--- config.mk ---
export PLATFORM = sky130hd
export DESIGN_NAME = fft_io_controller
export DESIGN_NICKNAME = d
export VERILOG_FILES = /design/src/rtl/fft_pkg.sv /design/src/rtl/fft_out_fifo2.sv /design/src/rtl/fft_io_controller.sv
export SDC_FILE = /design/constraint.sdc
export NUM_CORES = 1
export LEC_CHECK = 0
export CAP_MARGIN = 30
export CORE_MARGIN = 2
export CORE_UTILIZATION = 42
export DETAILED_ROUTE_END_ITERATION = 10
export PLACE_DENSITY = 0.78
export RECOVER_POWER = 100
export SLEW_MARGIN = 20
export SYNTH_ARGS = -nofsm -noshare
export SYNTH_HDL_FRONTEND = slang
export SYNTH_HIERARCHICAL = 1
export SYNTH_SLANG_ARGS = --single-unit
export TNS_END_PERCENT = 10
--- constraint.sdc ---
create_clock -name clk -period 2.25 [get_ports clk]
set_clock_uncertainty 0.05 [all_clocks]
set_input_delay 0.3375 -clock clk [delete_from_list [all_inputs] [get_ports clk]]
set_output_delay 0.3375 -clock clk [all_outputs]
set_load 0.1 [all_outputs]
--- src/rtl/fft_pkg.sv ---
// Shared types and helpers for the FFT IO sequencer.
package fft_pkg;

  typedef enum logic [1:0] {
    LOAD   = 2'd0,
    START  = 2'd1,
    WAIT   = 2'd2,
    UNLOAD = 2'd3
  } io_state_t;

  localparam int unsigned BITREV_MAX_W = 16;

  // Reverse the low w bits of a; bits at and above w return zero.
  function automatic logic [BITREV_MAX_W-1:0] bitrev(input logic [BITREV_MAX_W-1:0] a,
                                                      input int unsigned w);
    logic [BITREV_MAX_W-1:0] r;
    r = '0;
    for (int i = 0; i < int'(BITREV_MAX_W); i++) begin
      if (i < int'(w)) r[4'(i)] = a[4'(int'(w) - 1 - i)];
    end
    return r;
  endfunction

endpackage

--- src/rtl/fft_out_fifo2.sv ---
// Two-entry output FIFO holding {last, data} for the unload stream.
module fft_out_fifo2 #(
  parameter int unsigned W = 33
) (
  input  logic         clk,
  input  logic         reset,
  input  logic         push,
  input  logic         pop,
  input  logic [W-1:0] din,
  output logic [W-1:0] dout,
  output logic         full,
  output logic         empty,
  output logic [1:0]   count
);

  logic [W-1:0] ent0, ent1;
  logic         wr_ptr, rd_ptr;
  logic [1:0]   cnt;
  logic         do_push, do_pop;

  assign do_pop  = pop && (cnt != 2'd0);
  assign do_push = push && ((cnt != 2'd2) || do_pop);

  // Entry storage, pointers and occupancy.
  always_ff @(posedge clk or posedge reset) begin
    if (reset) begin
      ent0   <= '0;
      ent1   <= '0;
      wr_ptr <= 1'b0;
      rd_ptr <= 1'b0;
      cnt    <= 2'd0;
    end else begin
      if (do_push) begin
        if (wr_ptr) ent1 <= din;
        else        ent0 <= din;
        wr_ptr <= ~wr_ptr;
      end
      if (do_pop) rd_ptr <= ~rd_ptr;
      cnt <= cnt + 2'(do_push) - 2'(do_pop);
    end
  end

  assign dout  = rd_ptr ? ent1 : ent0;
  assign full  = (cnt == 2'd2);
  assign empty = (cnt == 2'd0);
  assign count = cnt;

endmodule

--- src/rtl/fft_io_controller.sv ---
// Frame sequencer sharing the FFT sample memory between streaming IO and compute.
module fft_io_controller
  import fft_pkg::*;
#(
  parameter int N          = 32,
  parameter int DATA_WIDTH = 32,
  parameter int ADDR_WIDTH = $clog2(N)
) (
  input  logic                  clk,
  input  logic                  reset,
  input  logic                  s_valid,
  input  logic [DATA_WIDTH-1:0] s_data,
  output logic                  s_ready,
  output logic                  m_valid,
  output logic [DATA_WIDTH-1:0] m_data,
  output logic                  m_last,
  input  logic                  m_ready,
  output logic                  input_valid,
  output logic                  io_busy,
  input  logic                  fft_busy,
  input  logic                  fft_done,
  output logic                  mem_en,
  output logic                  mem_we,
  output logic [ADDR_WIDTH-1:0] mem_addr,
  output logic [DATA_WIDTH-1:0] mem_wdata,
  input  logic [DATA_WIDTH-1:0] mem_rdata,
  output logic                  seq_err
);

  localparam int unsigned CW = ADDR_WIDTH + 1;

  io_state_t         state, state_nx;
  logic [CW-1:0]     load_cnt, rd_cnt;
  logic              rd_inflight, rd_inflight_last;
  logic              wait_first;
  logic              accept, pop, rd_room, rd_issue;
  logic              fifo_full, fifo_empty;
  logic [1:0]        fifo_count;
  logic [DATA_WIDTH:0] fifo_dout;

  assign accept  = (state == LOAD) && s_valid;
  assign m_valid = !fifo_empty;
  assign pop     = m_valid && m_ready;

  // Room for one more read counting the slot freed by a pop this cycle.
  assign rd_room  = pop ? !(fifo_full && rd_inflight)
                        : ((fifo_count + 2'(rd_inflight)) < 2'd2);
  assign rd_issue = (state == UNLOAD) && (rd_cnt < CW'(N)) && rd_room;

  fft_out_fifo2 #(.W(DATA_WIDTH + 1)) u_fifo (
    .clk   (clk),
    .reset (reset),
    .push  (rd_inflight),
    .pop   (pop),
    .din   ({rd_inflight_last, mem_rdata}),
    .dout  (fifo_dout),
    .full  (fifo_full),
    .empty (fifo_empty),
    .count (fifo_count)
  );

  assign m_last = fifo_dout[DATA_WIDTH];
  assign m_data = fifo_dout[DATA_WIDTH-1:0];

  // State, counters, read-in-flight tracking and sticky sequencing error.
  always_ff @(posedge clk or posedge reset) begin
    if (reset) begin
      state            <= LOAD;
      load_cnt         <= '0;
      rd_cnt           <= '0;
      rd_inflight      <= 1'b0;
      rd_inflight_last <= 1'b0;
      wait_first       <= 1'b0;
      seq_err          <= 1'b0;
    end else begin
      state <= state_nx;
      if (accept) begin
        load_cnt <= (load_cnt == CW'(N - 1)) ? '0 : load_cnt + CW'(1);
      end
      rd_inflight      <= rd_issue;
      rd_inflight_last <= rd_issue && (rd_cnt == CW'(N - 1));
      if ((state == UNLOAD) && pop && m_last) rd_cnt <= '0;
      else if (rd_issue)                      rd_cnt <= rd_cnt + CW'(1);
      wait_first <= (state == START);
      if ((fft_done && (state != WAIT)) ||
          ((state == WAIT) && !wait_first && !fft_busy && !fft_done)) begin
        seq_err <= 1'b1;
      end
    end
  end

  // Next-state and combinational memory-port / handshake decode.
  always_comb begin
    state_nx    = state;
    s_ready     = 1'b0;
    io_busy     = 1'b0;
    input_valid = 1'b0;
    mem_en      = 1'b0;
    mem_we      = 1'b0;
    mem_addr    = '0;
    mem_wdata   = '0;
    case (state)
      LOAD: begin
        s_ready = 1'b1;
        io_busy = 1'b1;
        if (s_valid) begin
          mem_en    = 1'b1;
          mem_we    = 1'b1;
          mem_addr  = ADDR_WIDTH'(bitrev(BITREV_MAX_W'(load_cnt[ADDR_WIDTH-1:0]), ADDR_WIDTH));
          mem_wdata = s_data;
          if (load_cnt == CW'(N - 1)) state_nx = START;
        end
      end
      START: begin
        input_valid = 1'b1;
        state_nx    = WAIT;
      end
      WAIT: begin
        if (fft_done) state_nx = UNLOAD;
      end
      UNLOAD: begin
        io_busy = 1'b1;
        if (rd_issue) begin
          mem_en   = 1'b1;
          mem_addr = rd_cnt[ADDR_WIDTH-1:0];
        end
        if (pop && m_last) state_nx = LOAD;
      end
      default: state_nx = LOAD;
    endcase
  end

endmodule
**Met2 routing**

Scale: 2 px per um.
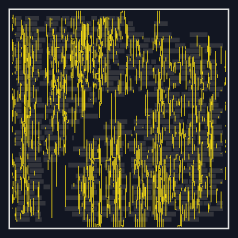
wire length on this layer: 5540 um
nets with wire on the layer: 535
main direction: vertical

**Gate families picked out**

Scale: 4 px per um.
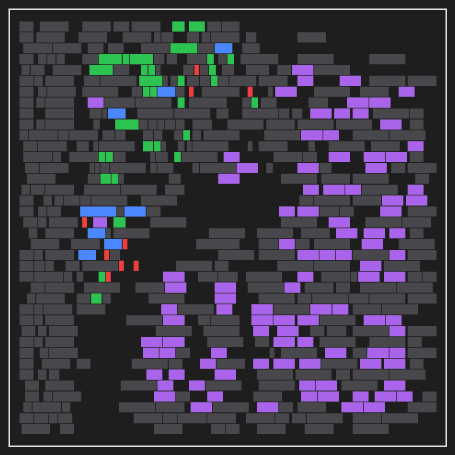
legend:
  aoi and oai cells:
    colour: green
    cells: 31
    most_used: o21ai_0
  inv cells:
    colour: red
    cells: 9
    most_used: inv_1
  mux cells:
    colour: purple
    cells: 101
    most_used: mux2_4
  fa/ha/maj cells:
    colour: blue
    cells: 8
    most_used: ha_1
    where: middle left

**A small window of the routed layout**

Region (34, 56) to (74, 96) um. Cells in grey, sequential cells in the stronger grey; small squares are vias.
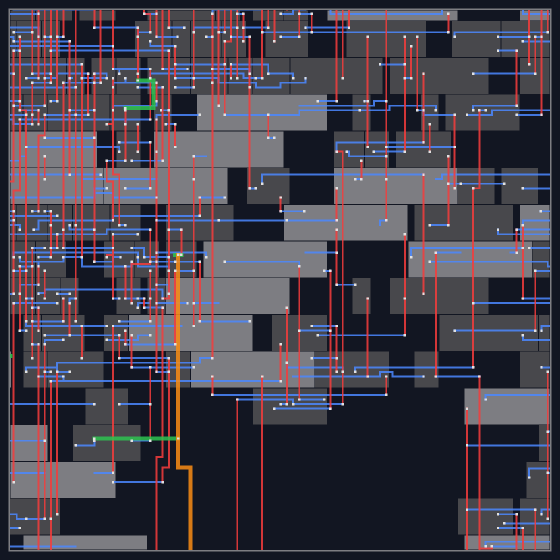
legend:
  M3:
    colour: green
  M2:
    colour: red
  M1:
    colour: blue
  M4:
    colour: orange
cells with their middle in the window: 83
netlist names of flops here include: rd_cnt (5), u_fifo/ent0 (3)
sequential cells in the window: 14
most frequent: dfrtp_1 (12), o21ai_0 (7), buf_4 (6)

==> Changelog: implementation <==
### Physical design

- Outcome: finished clean
- Share of cells above drive strength 1: 0.477
- Total Wirelength: 11000 um
- DP HPWL: 8140 um
- Detailed-route vias per instance: 5.16
- Site row count: 38
- Root buf cell: clkbuf_8
- Final Non-Filler Cells: 652
- Setup TNS: 0 ps
- Clk ins delay skew pair: 350 ps
- Worst-path clk slew: 90 ps
- Total core area: 0.0108 sq mm
- Drt pass-1 iters: 4
- Final Cell Area: 0.00741 sq mm
- RSZ-0062 raised after global routing: true
- Yosys stat chip area: 0.00462 sq mm
- Tool warnings: 32
- DRC violations left: 0
- Setup crit start: u_fifo/count[0]$_DFF_PP0_
- Die height: 109 um
- CP required: 1860 ps
- Clock buffer depth: 2
- Die W: 109 um
**Congestion heat map**

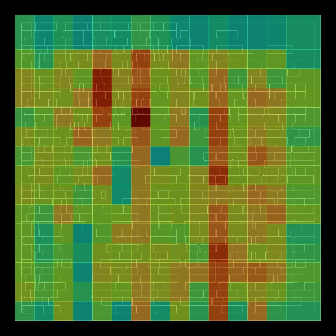
GR Util met1: 0.230
grt met2 use: 0.347
gr usage total: 0.195

**Sequential cells grouped by signal name**

Scale: 4 px per um. Other sequential cells in the stronger grey, the rest of the logic in the fainter grey.
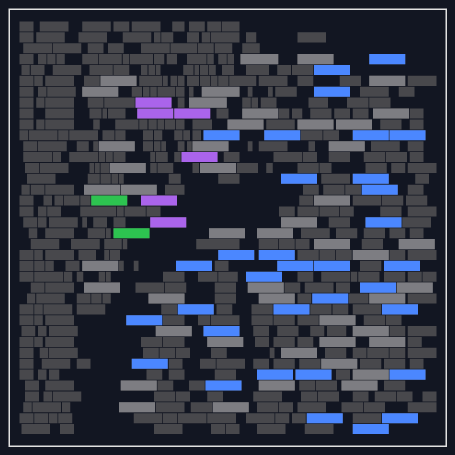
legend:
  u_fifo/ent0:
    colour: blue
    placed_flops: 33
  rd_cnt:
    colour: purple
    placed_flops: 6
  state:
    colour: green
    placed_flops: 2
not coloured: 47

## worst paths after layout
kind / endpoint / cells past startpoint
worst max register to register: u_fifo/ent0[11]$_DFFE_PP0P_ / 7
max in group asynchronous: u_fifo/ent0[10]$_DFFE_PP0P_ / 3
worst max-delay path: mem_addr[0] / 5
min in group asynchronous: wait_first$_DFF_PP0_ / 2
worst min register to register: seq_err$_DFFE_PP0P_ / 1
worst min-delay path: seq_err$_DFFE_PP0P_ / 1
## registers in the layout, indices dropped and copies added, names as in the netlist
name              flops
u_fifo/ent0          33
u_fifo/ent1          33
load_cnt              6
rd_cnt                6
state                 2
u_fifo/count          2
rd_inflight           1
rd_inflight_last      1
seq_err               1
u_fifo/rd_ptr         1
u_fifo/wr_ptr         1
wait_first            1
## cell usage after synthesis (all sizes together) (2+ instances only)
master,instances
a21oi,9
nor2,11
buf,11
and3,34
or3,3
or4,2
nand2,9
clkbuf,7
o31ai,2
nor2b,4
dfrtp,88
mux2,100
nand2b,3
a32oi,6
nand4,3
nand3,7
ha,8
xor2,2
o21ai,10
inv,9
and2,3
xnor2,4
## layer usage
| layer | wire length, um | global-route usage | part of all wire |
|---|---|---|---|
| met1 | 4570 | 0.230 | 0.42 |
| met2 | 5540 | 0.347 | 0.50 |
| met3 | 750 | 0.0532 | 0.068 |
| met4 | 140 | 0.0577 | 0.013 |
| met5 | 0 | 0 | 0 |
## critical path, cell delays in order, from the launching register on
cell	delay, ps
dfrtp_2	470
and3b_1	250
o21bai_4	280
a32oi_2	170
nor2_4	140
buf_12	180
## kinds of logic after synthesis
| group | synth area share |
|---|---|
| flip-flops | 0.477 |
| AND-OR/OR-AND | 0.0442 |
| multiplexers | 0.294 |
| adder cells (fa/ha/maj) | 0.0217 |
| buffers and inverters | 0.0331 |
| XOR/XNOR | 0.0114 |
| AND/OR/NAND/NOR | 0.119 |
## placed cells by master, fill, tap and decap left out, types with 2 or more instances in the layout
cell,synthesis,routed
inv_1,9,8
and3_1,33,31
nor2_1,10,3
dfrtp_1,88,85
clkbuf_1,7,2
xnor2_1,4,4
nand2_1,9,9
clkbuf_8,0,9
a32oi_2,0,5
nor2_4,1,8
xor2_1,2,2
a21oi_1,9,9
nand3_1,7,7
clkinv_4,0,2
or4_1,2,2
buf_12,0,79
nor2b_1,3,3
clkdlybuf4s50_1,0,68
or3_1,3,3
and3_2,0,2
o31ai_1,2,2
o21ai_0,10,10
and2_4,1,2
mux2_4,59,59
nand4_1,2,2
clkinv_2,0,3
clkbuf_2,0,2
mux2_2,41,41
nand2b_1,3,3
dfrtp_2,0,3
ha_1,8,6
buf_4,0,12
## area by class of cell
cell class,count,area [sq um]
clock buffer,9,124
fill,711,3380
inverter,9,33.8
tap,140,175
multi-input combinational,232,2390
timing repair buffer,167,2410
sequential,88,2210
clock inverter,7,71.3
## what timing repair did
action | in CTS | in global routing
pin swaps | 5 | 1
buffers inserted | 2 | 3
resized | 15 | 3
endpoints found under the setup margin | 6 | 13
hold buffers | 0 | 0
